--- config.mk ---
export PLATFORM = sky130hd
export DESIGN_NAME = dmem_rmw_unit
export DESIGN_NICKNAME = d
export VERILOG_FILES = /design/src/rtl/dmem_rmw_unit.sv
export SDC_FILE = /design/constraint.sdc
export NUM_CORES = 1
export LEC_CHECK = 0
export ABC_AREA = 1
export CAP_MARGIN = 0
export CORE_ASPECT_RATIO = 1.5
export CORE_MARGIN = 2
export CORE_UTILIZATION = 51
export CTS_BUF_LIST = sky130_fd_sc_hd__clkbuf_4
export DETAILED_ROUTE_END_ITERATION = 8
export PLACE_DENSITY_LB_ADDON = 0.3
export SLEW_MARGIN = 40
export SYNTH_ARGS = -nofsm -noshare
export SYNTH_HDL_FRONTEND = slang
export SYNTH_SLANG_ARGS = --single-unit
--- constraint.sdc ---
create_clock -name clk -period 3.3 [get_ports clk]
set_input_delay 0.66 -clock clk [delete_from_list [all_inputs] [get_ports clk]]
set_output_delay 0.66 -clock clk [all_outputs]
set_load 0.005 [all_outputs]
--- src/rtl/dmem_rmw_unit.sv ---
// Data-memory access unit: MIPS loads/stores on a word-wide memory,
// with read-modify-write for sub-word stores.
module dmem_rmw_unit #(
  parameter int ADDR_W     = 32,
  parameter bit BIG_ENDIAN = 1'b0,
  parameter int TIMEOUT    = 15
) (
  input  logic              clk,
  input  logic              reset_n,
  input  logic              req_valid,
  output logic              req_ready,
  input  logic [5:0]        op,
  input  logic [ADDR_W-1:0] a,
  input  logic [31:0]       wd,
  output logic              resp_valid,
  output logic [31:0]       rdata,
  output logic              err,
  output logic [ADDR_W-1:0] mem_addr,
  output logic              mem_re,
  input  logic [31:0]       mem_rdata,
  input  logic              mem_rvalid,
  output logic              mem_we,
  output logic [31:0]       mem_wdata
);

  localparam logic [5:0] OP_LB  = 6'b100000;
  localparam logic [5:0] OP_LH  = 6'b100001;
  localparam logic [5:0] OP_LW  = 6'b100011;
  localparam logic [5:0] OP_LBU = 6'b100100;
  localparam logic [5:0] OP_LHU = 6'b100101;
  localparam logic [5:0] OP_SB  = 6'b101000;
  localparam logic [5:0] OP_SH  = 6'b101001;
  localparam logic [5:0] OP_SW  = 6'b101011;

  localparam logic [7:0] TO_LAST = 8'(TIMEOUT - 1);

  typedef enum logic [1:0] {
    IDLE,
    READ,
    WRITE,
    RESP
  } state_t;

  state_t state, state_n;

  logic [5:0]        op_q;
  logic [ADDR_W-1:0] a_q;
  logic [31:0]       wd_q;
  logic [31:0]       word_q;
  logic [7:0]        cnt;
  logic              err_q;

  logic        accept;
  logic        bad_in;
  logic        rmw_q;
  logic [1:0]  lane;
  logic        hsel;
  logic [7:0]  sel_b;
  logic [15:0] sel_h;
  logic [31:0] wmerge;
  logic [31:0] rload;

  assign accept = req_valid && (state == IDLE);
  assign rmw_q  = (op_q == OP_SB) || (op_q == OP_SH);

  // Classify the incoming request: illegal op or misaligned address
  always_comb begin
    bad_in = 1'b1;
    case (op)
      OP_LB, OP_LBU, OP_SB: bad_in = 1'b0;
      OP_LH, OP_LHU, OP_SH: bad_in = a[0];
      OP_LW, OP_SW:         bad_in = |a[1:0];
      default:              bad_in = 1'b1;
    endcase
  end

  // Next-state logic
  always_comb begin
    state_n = state;
    unique case (state)
      IDLE: begin
        if (req_valid) begin
          if (bad_in)
            state_n = RESP;
          else if (op == OP_SW)
            state_n = WRITE;
          else
            state_n = READ;
        end
      end
      READ: begin
        if (mem_rvalid)
          state_n = rmw_q ? WRITE : RESP;
        else if (cnt == TO_LAST)
          state_n = RESP;
      end
      WRITE:   state_n = RESP;
      RESP:    state_n = IDLE;
      default: state_n = IDLE;
    endcase
  end

  // State, latched request, read counter and captured memory word
  always_ff @(posedge clk or negedge reset_n) begin
    if (!reset_n) begin
      state  <= IDLE;
      op_q   <= '0;
      a_q    <= '0;
      wd_q   <= '0;
      word_q <= '0;
      cnt    <= '0;
      err_q  <= 1'b0;
    end else begin
      state <= state_n;
      if (accept) begin
        op_q   <= op;
        a_q    <= a;
        wd_q   <= wd;
        word_q <= '0;
        cnt    <= '0;
        err_q  <= bad_in;
      end
      if (state == READ) begin
        cnt <= cnt + 8'd1;
        if (mem_rvalid)
          word_q <= mem_rdata;
        else if (cnt == TO_LAST)
          err_q <= 1'b1;
      end
    end
  end

  // Byte lane 3-x equals ~x on two bits; halfword order flips likewise
  assign lane  = BIG_ENDIAN ? ~a_q[1:0] : a_q[1:0];
  assign hsel  = BIG_ENDIAN ? ~a_q[1] : a_q[1];
  assign sel_b = word_q[{lane, 3'b000} +: 8];
  assign sel_h = word_q[{hsel, 4'b0000} +: 16];

  // Store data: merge sub-word store into the captured word
  always_comb begin
    wmerge = word_q;
    case (op_q)
      OP_SB:   wmerge[{lane, 3'b000} +: 8] = wd_q[7:0];
      OP_SH:   wmerge[{hsel, 4'b0000} +: 16] = wd_q[15:0];
      OP_SW:   wmerge = wd_q;
      default: wmerge = word_q;
    endcase
  end

  // Load result extraction and extension
  always_comb begin
    rload = '0;
    case (op_q)
      OP_LB:   rload = {{24{sel_b[7]}}, sel_b};
      OP_LBU:  rload = {24'h0, sel_b};
      OP_LH:   rload = {{16{sel_h[15]}}, sel_h};
      OP_LHU:  rload = {16'h0, sel_h};
      OP_LW:   rload = word_q;
      default: rload = '0;
    endcase
  end

  assign req_ready  = (state == IDLE);
  assign resp_valid = (state == RESP);
  assign err        = resp_valid && err_q;
  assign rdata      = (resp_valid && !err_q) ? rload : '0;
  assign mem_re     = (state == READ);
  assign mem_we     = (state == WRITE);
  assign mem_addr   = {a_q[ADDR_W-1:2], 2'b00};
  assign mem_wdata  = mem_we ? wmerge : '0;

endmodule

Figure 1. Cell classes on the final placement (run 1).
Fill, decap, tap and diode cells in grey.
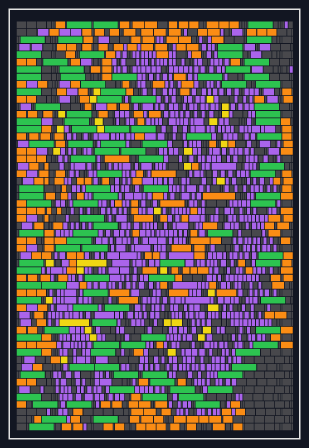
[purple] combinational and other logic | cells: 935 | share of their area: 44%
[green] sequential cells | cells: 113 | share of their area: 27%
[yellow] clock drivers and dummy loads | cells: 32 | share of their area: 2.9%
[orange] remaining buffers and delay cells | cells: 259 | share of their area: 26%
placeable core region: 15100 um2
sequential portion of the cell area: 0.262
post-layout instance area: 10800 um2
Final Core Density: 0.713
site row count: 55

Figure 2. Cell placement (run 1).
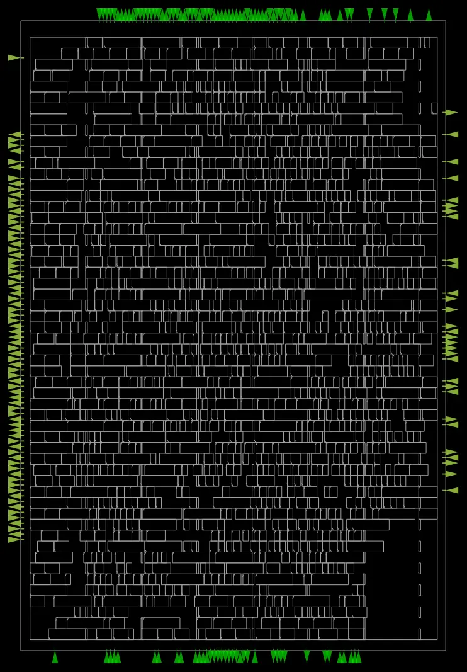
well tap count: 199
number of fill cells in the layout: 1259
Final Instance Count excl. Fillers: 1540

Figure 3. M2 wires (run 1).
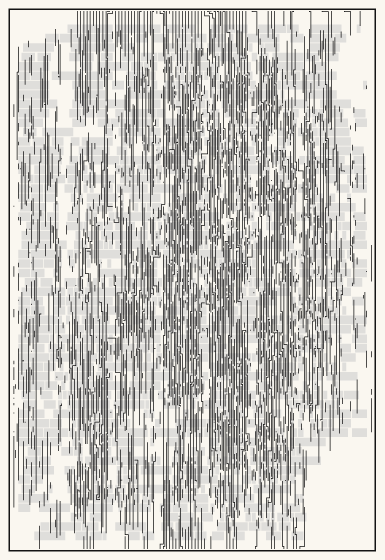
nets with wire on the layer: 1171
wire length on this layer: 13400 um
main direction: vertical
detailed-route via count: 8608
wire length reported by the detailed router: 27.1 mm
routing usage on met2: 0.541

==> impl_metrics.env, run 1 <==
# source this file to load flow results
export IMPL_postSynthSeqShare=0.358
export IMPL_ioPinCount=207
export IMPL_post_drt_wl_per_cell_um=17.6
export IMPL_power_density_cell_area_nw_per_um2=842
export IMPL_startpoint_type="flop"
export IMPL_synth_most_common_cell="nand2_1"
export IMPL_top_layout_cells="231 x nand2_1, 175 x nor2_1, 151 x clkdlybuf4s50_1"
export IMPL_critical_path_slowest_cell="clkdlybuf4s50_1"
export IMPL_power_leakage_nw=5.61
export IMPL_cellInternalPower_mw=4.85
export IMPL_track_usage=0.321
export IMPL_antenna_violating_nets_post_route=0
export IMPL_cts_hold_buffers_added=0
export IMPL_synth_area_per_cell_um2=6.85
export IMPL_postSynthRegisterBits=113
export IMPL_ys_chip_area_um2=7900
export IMPL_status="complete, no violations"
export IMPL_cts_repair_timing_setup_buffer_count=2
export IMPL_grt_setup_unrepaired="true"
export IMPL_cts_tree="yes"
export IMPL_worstReg2RegStart="state[0]"
export IMPL_floorplan_core_util=0.522
export IMPL_yosys_most_used_dff="dfrtp_1"
export IMPL_post_synth_instance_area_um2=7900
export IMPL_post_synth_num_cell_types=34
export IMPL_remaining_global_route_overflow=0
export IMPL_place_detailed_instances=1482
export IMPL_finalClockPeriodUsage=0.988
export IMPL_worstSkewPairLatency_ns=0.58
export IMPL_ctsHtreeMaxLevel=4
export IMPL_top_area_cells_in_the_synthesized_netlist="dfrtp_1 36%, nand2_1 11%, nand3_1 9.7%"
export IMPL_netlist_top_cell_by_area="dfrtp_1"
export IMPL_gpl_final_weighted_congestion=1.00
export IMPL_ff_to_ff_path_depth=5
export IMPL_enable_flop_cells=0
export IMPL_final_hold_viol_count=0
export IMPL_final_max_slew_viol_count=0
export IMPL_number_of_resized_instances_in_the_post_cts_repair_step=29
export IMPL_clock_skew_final_ns=0.0224
export IMPL_power_mw=9.09
export IMPL_initial_antenna_violation_count=2
export IMPL_crit_buf_inv=4
export IMPL_cts_inserted_buffers=17
export IMPL_numClockSinks=113
export IMPL_power_share_clock=0.124
export IMPL_report_final_setup_viol=0
export IMPL_clock_tree_root_cell="clkbuf_4"
export IMPL_number_of_global_route_vias_before_repair=8315
export IMPL_peakVddDrop_mv=0.606
export IMPL_min_path_type="input port to asynchronous set/reset pin"
export IMPL_tally_of_openroad_warnings=36
export IMPL_path_depth=8
export IMPL_crit_path_cell_trace="buf_4, clkbuf_16, buf_4, o21ai_0, nor2_1, a21oi_1, a21oi_1, clkdlybuf4s50_1"
export IMPL_detailed_place_area_um2=9900
export IMPL_setup_worst_path_end_class="output pin"
export IMPL_nNetsFinal=1443
export IMPL_detailedPlacementHpwl_mm=19.4
export IMPL_hold_ws_ns=0.0720
export IMPL_clk_path_buf_depth=2
export IMPL_floorplan_die_area_um2=16500
export IMPL_critPathMaxFanout=6
export IMPL_worst_setup_path_startpoint="a_q[1]"
export IMPL_post_synth_top_area_fraction=0.358
export IMPL_postSynthCellCount=1152
export IMPL_worst_slew_pin_transition_ns=0.731
export IMPL_place_worst_setup_slack_ns=0.374
export IMPL_global_route_wire_length_before_repair_mm=41.5
export IMPL_crit_required_ns=2.64
export IMPL_drcViolationCount=0
export IMPL_final_layout_size_suffix_gt1_frac=0.141
export IMPL_p_comb_frac=0.592
export IMPL_max_cap_violations=0
export IMPL_power_share_sequential=0.284
export IMPL_slew_limit_headroom=0.512
export IMPL_drt_pass1_iter_count=8
export IMPL_postLayoutSetupSlackWorst_ns=0.0409
export IMPL_yosys_top_cells_count="232 x nand2_1, 181 x nor2_1, 153 x nand3_1"
export IMPL_yosys_warnings=0
export IMPL_achievable_frequency_mhz=307
export IMPL_post_drt_via_cell_ratio=5.59
[run 1: final timing paths]
| check | end | slack, ns |
|---|---|---|
| setup / recovery | rdata[2] | 0.04 |
| min in group clk | a_q[12] | 0.52 |
| hold reg to reg | a_q[12] | 0.52 |
| setup reg to reg | a_q[31] | 1.35 |
| max in group asynchronous | word_q[28] | 2.43 |
| hold / removal | cnt[6] | 0.07 |
[run 1: power groups by stage]
stage               combinational (mW)  sequential (mW)  clock, mW
floorplan                         3.23             2.35          0
global placement                  4.68             2.54          0
CTS                               4.88             2.54       1.14
finish                            5.38             2.58       1.12
global route                      5.86             2.64       1.19
detailed placement                4.74             2.56          0
[run 1: area by class of cell]
cell class | instances | area (um2) | area share
timing repair buffer | 259 | 2730 | 0.253
multi-input combinational | 826 | 4250 | 0.393
antenna | 2 | 5.00 | 0.000464
clock inverter | 15 | 174 | 0.0161
clock buffer | 17 | 128 | 0.0118
tap | 199 | 249 | 0.0231
inverter | 109 | 430 | 0.0399
sequential | 113 | 2830 | 0.262
[run 1: sequential cells by signal, indices dropped and copies added (netlist names)]
name	flops
op_q	6
state	2
cnt	8
wd_q	32
err_q	1
a_q	32
word_q	32
[run 1: per-layer routing]
layer  global-route usage  wire, um
met1                0.360      9350
met2                0.541     13400
met4                0.228      1940
met5                    0         0
met3               0.0671      2400
[run 1: stage by stage]
stage,utilization,setup TNS (ns)
floorplan,-,0
global placement,0.654,0
detailed placement,0.654,0
CTS,0.680,-0.186
global route,0.713,-0.403
finish,0.713,0
[run 1: logic make-up after synthesis]
kind of cell	after synthesis	share of synthesized area
compound gates	166	0.109
other cells	1	0.000475
fa+ha+maj	11	0.0174
buf+inv	214	0.123
xor+xnor	2	0.00222
mux	45	0.0642
flops	113	0.358
simple gates	600	0.325
Figure 4. Port wiring (run 1).
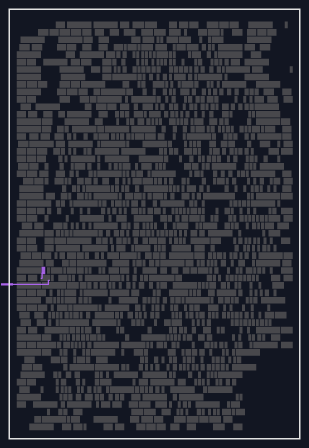

==> inputs of run 2 (changes only) <==
--- a/config.mk
+++ b/config.mk
@@ -9,7 +9,7 @@
 export CAP_MARGIN = 0
 export CORE_ASPECT_RATIO = 1.5
 export CORE_MARGIN = 2
-export CORE_UTILIZATION = 51
+export CORE_UTILIZATION = 46
 export CTS_BUF_LIST = sky130_fd_sc_hd__clkbuf_4
 export DETAILED_ROUTE_END_ITERATION = 8
 export PLACE_DENSITY_LB_ADDON = 0.3
==> constraint.sdc (replaced) <==
create_clock -name clk -period 2.75 [get_ports clk]
set_input_delay 0.55 -clock clk [delete_from_list [all_inputs] [get_ports clk]]
set_output_delay 0.55 -clock clk [all_outputs]
set_load 0.005 [all_outputs]
Figure 5. Port wiring (run 2).
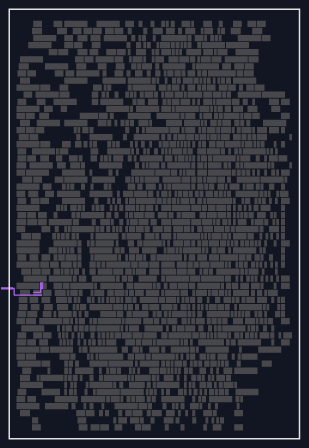
[purple] `err` | bits: 1 | direction: output | end cells: 1 | buffers: 1 | wire: 19.4 um
count of port buffers added during placement: 204
number of ports placed on the die boundary: 207

==> run 2 against run 1 <==
The run now ends with design-rule violations, negative setup slack left. Largest cell class unchanged. Combinational power grew 58%. Clock power increased by about 20%. Core utilization rose by 2.2 points. Sequential power is 22% higher. Die area rose by 11%. Setup slack worse by 0.33 ns. Hold slack gained 0.43 ns. Critical endpoint is now mem_wdata[16]. Non-clock buffer count up 78. Clock skew is 0.00067 ns higher. Synthesized cell count unchanged.
==> impl_metrics.env, run 2 <==
# source this file to load flow results
export IMPL_crit_path_cell_trace="inv_4, ha_4, inv_4, nor2_4, buf_6, buf_6, nand2_1, nand2_1, nand3_2, nand3_2, nand2_1, nor2_1, buf_2"
export IMPL_postSynthRegisterBits=113
export IMPL_ctsHtreeMaxLevel=4
export IMPL_final_hold_viol_count=0
export IMPL_power_density_cell_area_nw_per_um2=1050
export IMPL_placement_rows=58
export IMPL_synth_area_per_cell_um2=6.85
export IMPL_place_worst_setup_slack_ns=0.0620
export IMPL_drcViolationCount=23
export IMPL_yosys_warnings=0
export IMPL_nNetsFinal=1522
export IMPL_met2_usage=0.589
export IMPL_yosys_most_used_dff="dfrtp_1"
export IMPL_crit_required_ns=2.20
export IMPL_finalCoreUtilization=0.735
export IMPL_peakVddDrop_mv=0.656
export IMPL_number_of_global_route_vias_before_repair=9360
export IMPL_power_share_clock=0.101
export IMPL_final_layout_size_suffix_gt1_frac=0.340
export IMPL_synth_most_common_cell="nand2_1"
export IMPL_fp_coreArea_um2=16800
export IMPL_hold_ws_ns=0.502
export IMPL_worstSkewPairLatency_ns=0.59
export IMPL_initial_antenna_violation_count=1
export IMPL_setup_worst_path_end_class="output pin"
export IMPL_post_synth_instance_area_um2=7900
export IMPL_final_cells=1629
export IMPL_min_path_type="input port to asynchronous set/reset pin"
export IMPL_detailedPlacementHpwl_mm=20.5
export IMPL_worst_slew_pin_transition_ns=0.622
export IMPL_fin_tns_setup_ns=-7.61
export IMPL_floorplan_die_area_um2=18300
export IMPL_finalClockPeriodUsage=1.10
export IMPL_enable_flop_cells=0
export IMPL_postSynthSeqShare=0.358
export IMPL_antenna_violating_nets_post_route=0
export IMPL_detailed_place_area_um2=10100
export IMPL_track_usage=0.348
export IMPL_routedLengthMet1_mm=11.2
export IMPL_achievable_frequency_mhz=329
export IMPL_crit_buf_inv=5
export IMPL_critical_path_slowest_cell="dfrtp_2"
export IMPL_top_area_cells_in_the_synthesized_netlist="dfrtp_1 36%, nand2_1 11%, nand3_1 9.7%"
export IMPL_tally_of_openroad_warnings=36
export IMPL_routed_wirelength_mm=35.3
export IMPL_dr_wl_met3_mm=4.29
export IMPL_slew_limit_headroom=0.586
export IMPL_routed_wl_met2_mm=16.4
export IMPL_violations="design-rule violations, negative setup slack"
export IMPL_gpl_final_weighted_congestion=1.02
export IMPL_power_share_sequential=0.244
export IMPL_power_switching_mw=6.43
export IMPL_post_synth_num_cell_types=34
export IMPL_status="finished, violations left"
export IMPL_post_drt_wl_per_cell_um=21.7
export IMPL_postSynthCellCount=1152
export IMPL_numClockSinks=113
export IMPL_top_layout_cells="204 x nand2_1, 139 x clkdlybuf4s50_1, 120 x nand3_1"
export IMPL_report_final_setup_viol=64
export IMPL_groute_layer_met1_usage=0.376
export IMPL_cellInternalPower_mw=6.51
export IMPL_netlist_top_cell_by_area="dfrtp_1"
export IMPL_p_comb_frac=0.655
export IMPL_layout_cell_area_non_filler_um2=12300
export IMPL_cts_inserted_buffers=17
export IMPL_global_route_wire_length_before_repair_mm=49.5
export IMPL_post_synth_top_area_fraction=0.358
export IMPL_postLayoutSetupSlackWorst_ns=-0.285
export IMPL_power_mw=12.9
export IMPL_grt_busiest_layer="met2"
export IMPL_place_detailed_instances=1512
export IMPL_top_layer="met4"
export IMPL_startpoint_type="flop"
export IMPL_yosys_top_cells_count="232 x nand2_1, 181 x nor2_1, 153 x nand3_1"
export IMPL_most_common_cell_after_layout_fill_and_taps_aside="nand2_1"
export IMPL_layout_top_registers="a_q: 32 flops, wd_q: 32 flops, word_q: 32 flops"
export IMPL_max_cap_violations=0
export IMPL_num_vias=9876
export IMPL_clock_tree_root_cell="clkbuf_4"
export IMPL_cts_tree="yes"
export IMPL_critPathMaxFanout=6
export IMPL_post_drt_via_cell_ratio=6.06
export IMPL_drt_pass1_iter_count=9
export IMPL_clock_skew_final_ns=0.0230
export IMPL_final_max_slew_viol_count=0
export IMPL_floorplan_core_util=0.471
[run 2: power groups by stage]
| stage | Combinational (mW) | Clock, mW | Sequential (mW) |
|---|---|---|---|
| after floorplan | 3.88 | 0 | 2.83 |
| after global placement | 5.76 | 0 | 3.02 |
| after detailed placement | 5.84 | 0 | 3.05 |
| after CTS | 7.17 | 1.31 | 3.03 |
| after global routing | 8.95 | 1.39 | 3.20 |
| final | 8.48 | 1.31 | 3.15 |
[run 2: final cells by class]
type / instances / area [um2]
fill: 1241 / 4440
antenna: 1 / 2.50
timing repair buffer: 337 / 3350
multi-input combinational: 827 / 5170
inverter: 109 / 430
sequential: 113 / 2830
clock buffer: 17 / 128
tap: 210 / 263
clock inverter: 15 / 156
[run 2: final timing paths]
| kind | from | end | depth (start not counted) | slack (ns) |
|---|---|---|---|---|
| setup / recovery | a_q[1] | mem_wdata[16] | 13 | -0.28 |
| hold / removal | reset_n | a_q[12] | 2 | 0.50 |
| setup reg to reg | state[1] | state[1] | 11 | 0.67 |
| hold reg to reg | word_q[14] | word_q[14] | 2 | 0.51 |
| max in group asynchronous | reset_n | word_q[17] | 3 | 1.58 |
| min in group clk | mem_rdata[5] | word_q[5] | 3 | 0.51 |
[run 2: cells by family after synthesis]
logic type	count (synthesis)	share of synthesized area
other	1	0.000475
adder cells (fa/ha/maj)	11	0.0174
AND/OR/NAND/NOR	600	0.325
XOR/XNOR	2	0.00222
buffers and inverters	214	0.123
AND-OR/OR-AND	166	0.109
multiplexers	45	0.0642
flip-flops	113	0.358
[run 2: what timing repair did]
| action | 4_1_cts | 5_1_grt |
|---|---|---|
| hold buffers | 1 | 0 |
| setup endpoints to repair | 64 | 65 |
| resized | 465 | 209 |
| buffers inserted | 62 | 30 |
| hold endpoints to repair | 38 | 0 |
| cloned | 11 | 3 |
| pin swaps | 51 | 52 |
Power and IR drop assume default switching activity.
